**src/rtl/matrix3_scan_pkg.sv**
```systemverilog
// Shared state encodings and sizing helpers for the 3x3 matrix scan controller.
// Optional center-tag outputs are enabled by MATRIX3_SCAN_CENTER_TAG_EN.
package matrix3_scan_pkg;

    typedef enum logic [1:0] {
        S_IDLE  = 2'b00,
        S_WRITE = 2'b01,
        S_READ  = 2'b10,
        S_DRAIN = 2'b11
    } scan_state_e;

    localparam scan_state_e STATE_AFTER_RESET = S_IDLE;

    // A single-entry dimension still needs a one-bit address so ports never collapse.
    function automatic int unsigned addrWidth(input int unsigned depth);
        return (depth > 1) ? $clog2(depth) : 1;
    endfunction

endpackage

```
**src/rtl/matrix3_scan_counter.sv**
```systemverilog
// Raster row/column counter used by both the write and the read phase of the scan controller.
// It wraps back to (0,0) after the last position.
module matrix3_scan_counter #(
    parameter int unsigned P_COLUMNS   = 640,
    parameter int unsigned P_ROWS      = 4,
    parameter int unsigned P_COL_WIDTH = 10,
    parameter int unsigned P_ROW_WIDTH = 2
) (
    input  logic                   I_CLK,
    input  logic                   I_RESET,
    input  logic                   I_ENABLE,
    input  logic                   I_CLEAR,
    output logic [P_COL_WIDTH-1:0] O_COLUMN,
    output logic [P_ROW_WIDTH-1:0] O_ROW,
    output logic                   O_LAST
);

    logic [P_COL_WIDTH-1:0] column_q, column_d;
    logic [P_ROW_WIDTH-1:0] row_q, row_d;
    logic                   columnLast;
    logic                   rowLast;

    assign columnLast = (column_q == P_COL_WIDTH'(P_COLUMNS - 1));
    assign rowLast    = (row_q == P_ROW_WIDTH'(P_ROWS - 1));

    always_comb begin
        column_d = column_q;
        row_d    = row_q;
        if (I_CLEAR) begin
            column_d = '0;
            row_d    = '0;
        end else if (I_ENABLE) begin
            if (columnLast) begin
                column_d = '0;
                row_d    = rowLast ? '0 : row_q + 1'b1;
            end else begin
                column_d = column_q + 1'b1;
            end
        end
    end

    always_ff @(posedge I_CLK) begin
        if (I_RESET) begin
            column_q <= '0;
            row_q    <= '0;
        end else begin
            column_q <= column_d;
            row_q    <= row_d;
        end
    end

    assign O_COLUMN = column_q;
    assign O_ROW    = row_q;
    assign O_LAST   = columnLast && rowLast;

endmodule

```
**src/rtl/matrix3_scan_controller.sv**
```systemverilog
// Loads one frame-buffer tile in raster order, then scans it out as 3x3 neighbourhoods with valid/ready flow control.
// Define MATRIX3_SCAN_CENTER_TAG_EN to add the O_CENTER_ROW/O_CENTER_COLUMN outputs.
module matrix3_scan_controller
    import matrix3_scan_pkg::*;
#(
    parameter int unsigned P_COLUMNS     = 640,
    parameter int unsigned P_ROWS        = 4,
    parameter int unsigned P_PIXEL_DEPTH = 8
) (
    input  logic                                I_CLK,
    input  logic                                I_RESET,
    input  logic                                I_START,
    input  logic [P_PIXEL_DEPTH-1:0]            I_PIXEL,
    input  logic                                I_PIXEL_VALID,
    output logic                                O_PIXEL_READY,
    input  logic                                I_MATRIX_READY,
    output logic [addrWidth(P_COLUMNS)-1:0]     O_BUF_COLUMN,
    output logic [addrWidth(P_ROWS)-1:0]        O_BUF_ROW,
    output logic [P_PIXEL_DEPTH-1:0]            O_BUF_PIXEL,
    output logic                                O_BUF_WRITE_ENABLE,
    output logic                                O_BUF_READ_ENABLE,
    output logic                                O_MATRIX_VALID,
    output logic                                O_DONE,
    output logic                                O_BUSY
`ifdef MATRIX3_SCAN_CENTER_TAG_EN
    ,
    output logic [addrWidth(P_ROWS)-1:0]        O_CENTER_ROW,
    output logic [addrWidth(P_COLUMNS)-1:0]     O_CENTER_COLUMN
`endif
);

    localparam int unsigned COL_W = addrWidth(P_COLUMNS);
    localparam int unsigned ROW_W = addrWidth(P_ROWS);

    scan_state_e      state_q, state_d;
    logic             matrixValid_q, matrixValid_d;
    logic             done_q, done_d;
    logic [COL_W-1:0] counterColumn;
    logic [ROW_W-1:0] counterRow;
    logic             counterLast;
    logic             writeFire;
    logic             readFire;
    logic             counterClear;

    assign writeFire    = (state_q == S_WRITE) && I_PIXEL_VALID;
    assign readFire     = (state_q == S_READ) && (!matrixValid_q || I_MATRIX_READY);
    assign counterClear = (state_q == S_IDLE) && I_START;

    matrix3_scan_counter #(
        .P_COLUMNS  (P_COLUMNS),
        .P_ROWS     (P_ROWS),
        .P_COL_WIDTH(COL_W),
        .P_ROW_WIDTH(ROW_W)
    ) u_counter (
        .I_CLK   (I_CLK),
        .I_RESET (I_RESET),
        .I_ENABLE(writeFire || readFire),
        .I_CLEAR (counterClear),
        .O_COLUMN(counterColumn),
        .O_ROW   (counterRow),
        .O_LAST  (counterLast)
    );

    // A read issued in the same cycle as a consume keeps the matrix valid, giving one matrix per cycle.
    always_comb begin
        state_d       = state_q;
        matrixValid_d = matrixValid_q;
        done_d        = 1'b0;
        case (state_q)
            S_IDLE: begin
                if (I_START) state_d = S_WRITE;
            end
            S_WRITE: begin
                if (writeFire && counterLast) state_d = S_READ;
            end
            S_READ: begin
                if (readFire) matrixValid_d = 1'b1;
                else if (matrixValid_q && I_MATRIX_READY) matrixValid_d = 1'b0;
                if (readFire && counterLast) state_d = S_DRAIN;
            end
            S_DRAIN: begin
                if (!matrixValid_q || I_MATRIX_READY) begin
                    matrixValid_d = 1'b0;
                    done_d        = 1'b1;
                    state_d       = S_IDLE;
                end
            end
            default: state_d = S_IDLE;
        endcase
    end

    always_ff @(posedge I_CLK) begin
        if (I_RESET) begin
            state_q       <= STATE_AFTER_RESET;
            matrixValid_q <= 1'b0;
            done_q        <= 1'b0;
        end else begin
            state_q       <= state_d;
            matrixValid_q <= matrixValid_d;
            done_q        <= done_d;
        end
    end

`ifdef MATRIX3_SCAN_CENTER_TAG_EN
    logic [ROW_W-1:0] centerRow_q;
    logic [COL_W-1:0] centerColumn_q;

    // The tag follows the matrix it names, so it is captured with the read that fetches it.
    always_ff @(posedge I_CLK) begin
        if (I_RESET) begin
            centerRow_q    <= '0;
            centerColumn_q <= '0;
        end else if (readFire) begin
            centerRow_q    <= counterRow;
            centerColumn_q <= counterColumn;
        end
    end

    assign O_CENTER_ROW    = centerRow_q;
    assign O_CENTER_COLUMN = centerColumn_q;
`endif

    assign O_PIXEL_READY      = (state_q == S_WRITE);
    assign O_BUF_WRITE_ENABLE = writeFire;
    assign O_BUF_READ_ENABLE  = readFire;
    assign O_BUF_PIXEL        = (state_q == S_WRITE) ? I_PIXEL : '0;
    assign O_BUF_COLUMN       = counterColumn;
    assign O_BUF_ROW          = counterRow;
    assign O_MATRIX_VALID     = matrixValid_q;
    assign O_DONE             = done_q;
    assign O_BUSY             = (state_q != S_IDLE);

endmodule
```
**config.mk**
```make
export PLATFORM = sky130hd
export DESIGN_NAME = matrix3_scan_controller
export DESIGN_NICKNAME = d
export VERILOG_FILES = /design/src/rtl/matrix3_scan_pkg.sv /design/src/rtl/matrix3_scan_counter.sv /design/src/rtl/matrix3_scan_controller.sv
export SDC_FILE = /design/constraint.sdc
export NUM_CORES = 1
export LEC_CHECK = 0
export ABC_CLOCK_PERIOD_IN_PS = 2720
export CAP_MARGIN = 30
export CORE_MARGIN = 2
export CORE_UTILIZATION = 44
export DETAILED_ROUTE_END_ITERATION = 12
export HOLD_SLACK_MARGIN = 0.03
export PLACE_DENSITY = 0.9
export SLEW_MARGIN = 20
export SYNTH_ARGS = -nofsm -noshare
export SYNTH_HDL_FRONTEND = slang
export SYNTH_SLANG_ARGS = --single-unit
```
**constraint.sdc**
```tcl
create_clock -name I_CLK -period 2.72 [get_ports I_CLK]
set_input_delay 0.408 -clock I_CLK [delete_from_list [all_inputs] [get_ports I_CLK]]
set_output_delay 0.408 -clock I_CLK [all_outputs]
set_load 0.01 [all_outputs]
```
### Track usage over the die

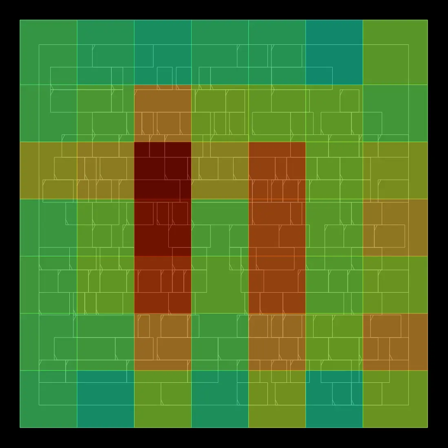
met3 Track Usage GR: 0.03988
WL/cell: 13.05 um
routing usage on met2: 0.3851
Top Usage Layer GRT: met2
final core utilization: 0.6920

### Gate-type map

The bar under the picture is 10 um long.
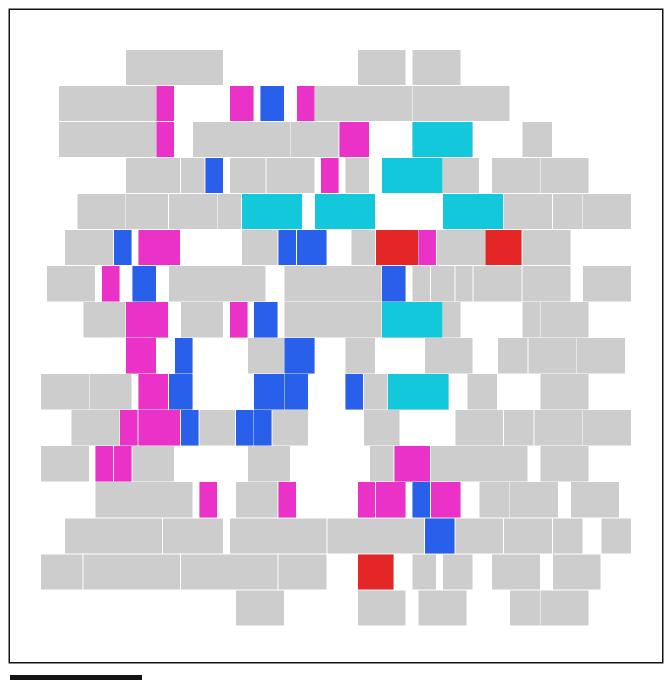
color	family	cells	most used
cyan	adder and majority cells	7	ha_1
blue	NAND gates	19	nand2_1
magenta	NOR gates	23	nor2_1
red	AND-OR and OR-AND gates	3	a21o_1
most common logic cell in the routed design: clkdlybuf4s50_1
number of cells in the finished layout apart from fillers: 175
fraction of area in multi-input gates: 0.4199

==> report_table.html <==
<h3>Run summary</h3>
<table>
<tr><th>Metric</th><th>Value</th></tr>
<tr><th colspan="2">Run status</th></tr>
<tr><td>Status</td><td>complete, no violations</td></tr>
<tr><th colspan="2">Yosys</th></tr>
<tr><td>Post-synthesis chip area from yosys</td><td>around 900 um2</td></tr>
<tr><td>Registers, synthesis</td><td>16</td></tr>
<tr><td>Gate Count Post-Synth</td><td>about 110</td></tr>
<tr><td>Share of flip-flops with an asynchronous set or reset after synthesis</td><td>0</td></tr>
<tr><th colspan="2">Final timing</th></tr>
<tr><td>Number of hold violations in the final report</td><td>0</td></tr>
<tr><td>Max Clock Freq</td><td>between 0.4 and 0.5 GHz</td></tr>
<tr><td>Unrepaired setup endpoints after global routing</td><td>false</td></tr>
<tr><td>Worst Clk Skew</td><td>0.001475 ns</td></tr>
<tr><td>Max-slew headroom</td><td>0.6376</td></tr>
<tr><td>Period utilization</td><td>0.8377</td></tr>
<tr><th colspan="2">Floorplanning</th></tr>
<tr><td>Horizontal extent of the die</td><td>roughly 49 um</td></tr>
<tr><td>Die Ht</td><td>between 40 and 50 um</td></tr>
<tr><th colspan="2">Clocking</th></tr>
<tr><td>Clock sink count</td><td>16</td></tr>
<tr><td>Htree depth</td><td>1</td></tr>
<tr><td>Cts bufs inserted</td><td>3</td></tr>
<tr><td>Resized Gates After CTS</td><td>0</td></tr>
<tr><td>Buffers inserted during post-CTS setup optimization</td><td>0</td></tr>
<tr><td>CTS Hold Buffers Added</td><td>0</td></tr>
<tr><td>Clk Latency, worst-skew pair</td><td>approximately 0.28 ns</td></tr>
<tr><th colspan="2">Placed design</th></tr>
<tr><td>IO buf count</td><td>38</td></tr>
<tr><td>Routability Congestion</td><td>0.8369</td></tr>
<tr><td>DP Wirelength</td><td>1.874 mm</td></tr>
<tr><td>Worst Setup Slack post-DPL</td><td>about 0.52 ns</td></tr>
<tr><th colspan="2">Worst setup path</th></tr>
<tr><td>CP Class</td><td>reg -&gt; out</td></tr>
<tr><td>Number of cell instances on the worst register-to-register path</td><td>6</td></tr>
<tr><td>Sort of element at the end of the critical path</td><td>primary output</td></tr>
<tr><td>Slack of the worst reg-to-reg path</td><td>0.62 ns</td></tr>
<tr><td>Slowest cell delay on critical path</td><td>~0.56 ns</td></tr>
<tr><td>Startpoint kind of the worst setup timing path</td><td>register</td></tr>
<tr><td>Cell chain of the critical path</td><td>inv_1 &gt; ha_1 &gt; and2_1 &gt; clkdlybuf4s50_1</td></tr>
<tr><td>Maximum fanout along the worst path</td><td>11</td></tr>
<tr><td>Highest-delay cell along the critical path</td><td>clkdlybuf4s50_1</td></tr>
<tr><th colspan="2">Drt</th></tr>
<tr><td>Post-detailed-routing wire length</td><td>2.283 mm</td></tr>
<tr><td>Antenna violation net count after detailed routing</td><td>0</td></tr>
<tr><td>Post-detailed-route via-to-cell ratio</td><td>5.223</td></tr>
<tr><th colspan="2">Hold path</th></tr>
<tr><td>Hold WC Path Type</td><td>reg -&gt; reg</td></tr>
<tr><th colspan="2">Global routing</th></tr>
<tr><td>Global-route wire length before repair</td><td>3.822 mm</td></tr>
<tr><td>Aggregate global-route resource usage</td><td>0.1981</td></tr>
<tr><td>Antenna violations before repair</td><td>0</td></tr>
<tr><th colspan="2">Final layout</th></tr>
<tr><td>Antenna diode instance count</td><td>0</td></tr>
<tr><td>Final net count</td><td>170</td></tr>
</table>
==> metrics by stage <==
| stage | total power [mW] | hold slack [ns] | area [um2] | utilization |
|---|---|---|---|---|
| 6_report | 0.8708 | 0.5480 | 1344 | 0.6920 |
| 5_1_grt | 0.9252 | 0.5845 | 1344 | 0.6920 |
| 4_1_cts | 0.8760 | 0.5379 | 1344 | 0.6920 |
| 3_5_place_dp | 0.7576 | 0.5189 | 1321 | 0.6804 |
| 3_3_place_gp | 0.7281 | 0.5066 | 1321 | 0.6804 |
| 2_1_floorplan | 0.5285 | 0.4771 | 899.6 | - |
==> cell families (layout without fill, tap and decap cells) <==
group                    count (synthesis)  after routing  synth area share
buffers and inverters                    4             46           0.01668
XOR/XNOR                                 8              8           0.07789
adder cells (fa/ha/maj)                  7              7           0.09735
flip-flops                              16             16            0.3561
AND-OR/OR-AND                           13             13           0.09039
AND/OR/NAND/NOR                         57             57            0.3505
multiplexers                             1              1           0.01113
==> critical path, delay by kind of cell (launching register included) <==
family                     cells  cell delay, ns
and+or+nand+nor                1            0.24
adders and majority gates      1            0.34
buffers and inverters          2            0.68
DFF                            1            0.34
==> flip-flops by register name, indices dropped and copies added (netlist names) <==
| signal | count |
|---|---|
| u_counter.O_ROW | 2 |
| state_q | 2 |
| O_MATRIX_VALID | 1 |
| O_DONE | 1 |
| u_counter.O_COLUMN | 10 |
==> final cells by class <==
cell class,instances,area [um2]
clock buffers,3,22.52
inverters,4,15.01
repair buffers,39,387.9
flip-flops and latches,16,320.3
fillers,159,598.1
well taps,27,33.78
multi-input cells,86,564.3
==> cell usage after synthesis (3+ instances only) <==
| master | instances | area (um2) |
|---|---|---|
| nor4_1 | 3 | 18.77 |
| xnor2_1 | 5 | 43.79 |
| nor2_1 | 13 | 48.80 |
| ha_1 | 7 | 87.58 |
| xor2_1 | 3 | 26.28 |
| inv_1 | 4 | 15.01 |
| a21oi_1 | 7 | 35.03 |
| dfxtp_1 | 16 | 320.3 |
| nand2_1 | 9 | 33.78 |
| nor4b_1 | 3 | 26.28 |
| nand3_1 | 6 | 30.03 |
| and2_1 | 11 | 68.82 |
==> metal layers <==
metal | vias to the layer above | part of all wire | wire [um] | global-route usage
li1 | 452 | - | - | -
met1 | 418 | 0.41 | 938 | 0.2102
met2 | 38 | 0.51 | 1162 | 0.3851
met3 | 6 | 0.066 | 150 | 0.03988
met4 | 0 | 0.014 | 31 | 0.05714
met5 | - | 0 | 0 | 0
==> worst min path at each step <==
stage / startpoint / endpoint / slack [ns] / cells past startpoint
floorplan: I_RESET / state_q[1] / 0.48 / 1
global placement: u_counter.O_ROW[1] / u_counter.O_ROW[1] / 0.51 / 2
detailed placement: u_counter.O_COLUMN[1] / u_counter.O_COLUMN[1] / 0.52 / 2
CTS: u_counter.O_COLUMN[1] / u_counter.O_COLUMN[1] / 0.54 / 2
global route: u_counter.O_COLUMN[1] / u_counter.O_COLUMN[1] / 0.58 / 2
finish: u_counter.O_ROW[1] / u_counter.O_ROW[1] / 0.55 / 2
==> where the power goes <==
part / internal (mW) / switching (mW)
clock: 0.0515 / 0.0731
sequential: 0.259 / 0.0260
combinational: 0.234 / 0.226
Power is estimated from default activity; no workload was simulated.
